==> config.mk <==
export PLATFORM = sky130hd
export DESIGN_NAME = serial_add_unit
export DESIGN_NICKNAME = d
export VERILOG_FILES = /design/src/rtl/serial_add_unit.sv
export SDC_FILE = /design/constraint.sdc
export NUM_CORES = 1
export LEC_CHECK = 0
export CAP_MARGIN = 40
export CORE_AREA = 2 2 64 66
export DETAILED_ROUTE_END_ITERATION = 10
export DIE_AREA = 0 0 66 68
export PLACE_DENSITY = 0.72
export SYNTH_ARGS = -nofsm -noshare
export SYNTH_HDL_FRONTEND = slang
export SYNTH_SLANG_ARGS = --single-unit
==> constraint.sdc <==
create_clock -name clk -period 1.3 [get_ports clk]
set_input_delay 0.13 -clock clk [delete_from_list [all_inputs] [get_ports clk]]
set_output_delay 0.13 -clock clk [all_outputs]
set_load 0.03 [all_outputs]
Figure 1. Clock routing.
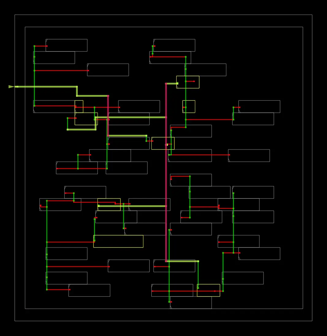
Seq cells: 40
number of buffers inserted during clock tree synthesis: 5

Figure 2. Sequential cells grouped by signal name.
(6 px per um)
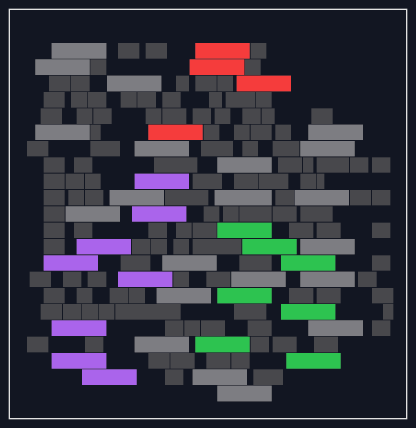
sa: drawn in purple, sequential cells 8. result: drawn in green, sequential cells 7. cnt: drawn in red, sequential cells 4, where north.
utilization after layout: 58.4%
Sequential Power: 2160 uW

==> run notes <==
The layout has 328 filler cells. The run gives 31 for the number of placed I/O pins. The share of async-settable or async-resettable flops after synthesis came out at 100%.

The parity-gate share of the synthesized area counting xor and xnor cells was 0%; the cell area after layout was 0.00225 mm2. The clock network accounts for 17.8% of the total power. With the fraction of final layout cells sized beyond drive strength 1 at 21.9%, the overall power after layout is 5590 uW.

Wire segments on met3 add up to 186 um in the final route. The synthesized netlist contains 21 unique library cells. The worst path buffer plus inverter count came out at 1. Per the GRT log, the top usage layer is met2. The wire length reported by the detailed router came out at 2900 um. The met1 wire length came out at 1270 um.

Clock period minus final worst setup slack: 1.49 ns. The run gives 36 for the number of DRC markers in iteration 0. Including well taps, the total number of placed cells is 201. The report lists the cells along the critical path as ha_2 > nand3b_1 > nor3b_2 > buf_6 > mux2_1.

Across the whole layout, storage elements make up 44.5% of the cell area. Per the detail_route report, vias per standard cell equal 5.13. The biggest combinational cell group after synthesis is AND-OR/OR-AND gates. The share of the final layout cell area in multi-input gates was 28.4%. Setup repair after global routing could not meet its margin everywhere. For reference, the top cells by area after synthesis are sky130_fd_sc_hd__dfrtp_1, sky130_fd_sc_hd__mux2_1, sky130_fd_sc_hd__a22o_1.

The floorplan has 23 rows. Per the layout report, the design carries 0 non-clock inverters. For the tightest hold margin, the log shows 0.290 ns. The largest area contributor in the netlist is sky130_fd_sc_hd__dfrtp_1.

The tools report the combinational power as 2430 uW. The leading power group is combinational logic. The wire-length estimate of the detail-placed layout is 2070 um. Per the detail_route report, the via count comes to 1,078.

The synthesis report names the predominant flop master as sky130_fd_sc_hd__dfrtp_1. The buffer_ports step reported a buffer count of 30. The most instantiated logic cell after routing was sky130_fd_sc_hd__dfrtp_1. The run gives 992 uW for the clock distribution power. The worst setup path is launched from a flip-flop. The post-CTS setup buffer count came out at 0. The run gives 50 for the number of well-tap cells placed. The tools report the internal power component as 3720 uW. After global routing the overflow that remains totals 0.

The die covers 0.00449 mm2. The transition at the pin with the smallest max-transition slack is 0.412 ns. The run gives 1.48 ns as the worst path required time. The tools report the count of non-filler cells in the finished layout as 210. Cell type group with the largest total delay on the critical path: flip-flops. Wire length per cell after detailed routing: 13.8 um.

By count the netlist is led by sky130_fd_sc_hd__dfrtp_1, sky130_fd_sc_hd__a22o_1, sky130_fd_sc_hd__a21o_1, sky130_fd_sc_hd__mux2_1, sky130_fd_sc_hd__buf_6. TritonRoute reported its final design rule violation total as 0. The post-synth design cell area is 0.00166 mm2. Clock tree buffers and inverters occupy 4.94% of the routed design's cell area. The worst-case max-slew headroom was logged as 72.5%. Routing resource usage on met3 recorded by global route was 5.43%.

Internal reg-to-reg setup slack: -0.19 ns. The run gives 5 for the critical path depth. The slowest stage of the critical path belongs to the cell sky130_fd_sc_hd__dfrtp_1. For the area of the core, the log shows 0.00386 mm2. The critical path capture point type is a flip-flop.

The run gives 0.00100 mm2 for the area of all sequential standard cells. After synthesis, the share of cell area in mux cells is 12.8%. The net switching power was 1870 uW. The tools report the final weighted congestion in routability-driven placement as 0.709. Endpoints with negative setup slack in the final report add up to 9. The number of global-route vias before repair came out at 1,099. Clock buffers in the final layout number 5. TritonCTS built the clock tree.

Per the synth log, the flip-flop and latch total comes to 40. The first global-routing pass estimated 4970 um of wire. The count of library flops with an enable pin is 0. The die is 68 um tall.

The run gives -0.309 ns for the setup slack after placement. The logs give 1 for the post-cts hold-fix buffer tally and 38.7% for the part of the total power dissipated in sequential elements. The simple-gate share of the synthesized area works out to 4.00%. The category of the critical setup timing path is flip-flop to flip-flop.

The delay of the slowest cell on the worst path works out to 0.37 ns. The worst-case reg-to-reg path depth was 5. The report lists the number of cells resized after CTS as 18. Per the CTS log, the maximum H-tree level is 2.

The final critical-path setup slack is -0.193 ns. CTS placed an instance of sky130_fd_sc_hd__clkbuf_8 at the clock tree root. The stage-log warning count works out to 29.

The flow measured a signed area growth from synthesis to layout of 35.9%. For the count of max-cap constraint violations, the log shows 0. The tightest min-delay check is of the input port to asynchronous set/reset pin type. Worst clock skew: 0.00422 ns. The run gives 114 as the cell count in the Yosys report. The number of slew-limit violations in the final report came out at 0. The post-synthesis share of cell area spent on and-or and or-and gates works out to 17.6%. For the final total negative setup slack, the log shows -1.63 ns.

Adder-cell share of the synthesized area: 1.96%. Across the VDD grid, the largest voltage drop is 1030 uV. The run gives 4 for the detailed-router iteration count before antenna repair. With the final layout net count at 181, the switching share of power is 33.4%. Hold-check failures listed in the final report amount to 0.

The final reports fail on negative setup slack. Per Yosys stat, the portion of area used by sequential elements is 60.4%. The run gives 670 MHz as the peak clock frequency supported by timing.

The top cell type by area accounts for 60.4% of the synthesized area. The run finished, with violations left. After detailed routing, no signal wire sits above met4. In the final design, more cell area goes to sequential cells than to any other class. For the area after detailed placement, the log shows 0.00209 mm2.

The post-synthesis area per instance is 14.5 um2, and the proportion of final cell area spent on non-clock buffers is 19.4%. According to the timing report, the arrival time at the worst endpoint equals 1.67 ns. Leaving out the clock tree, the finished layout contains a buffer count of 45.

Clock slew seen by the registers of the worst setup and hold paths: 0.08 ns.
No activity file was given, so power comes from the tool's default toggle rates.
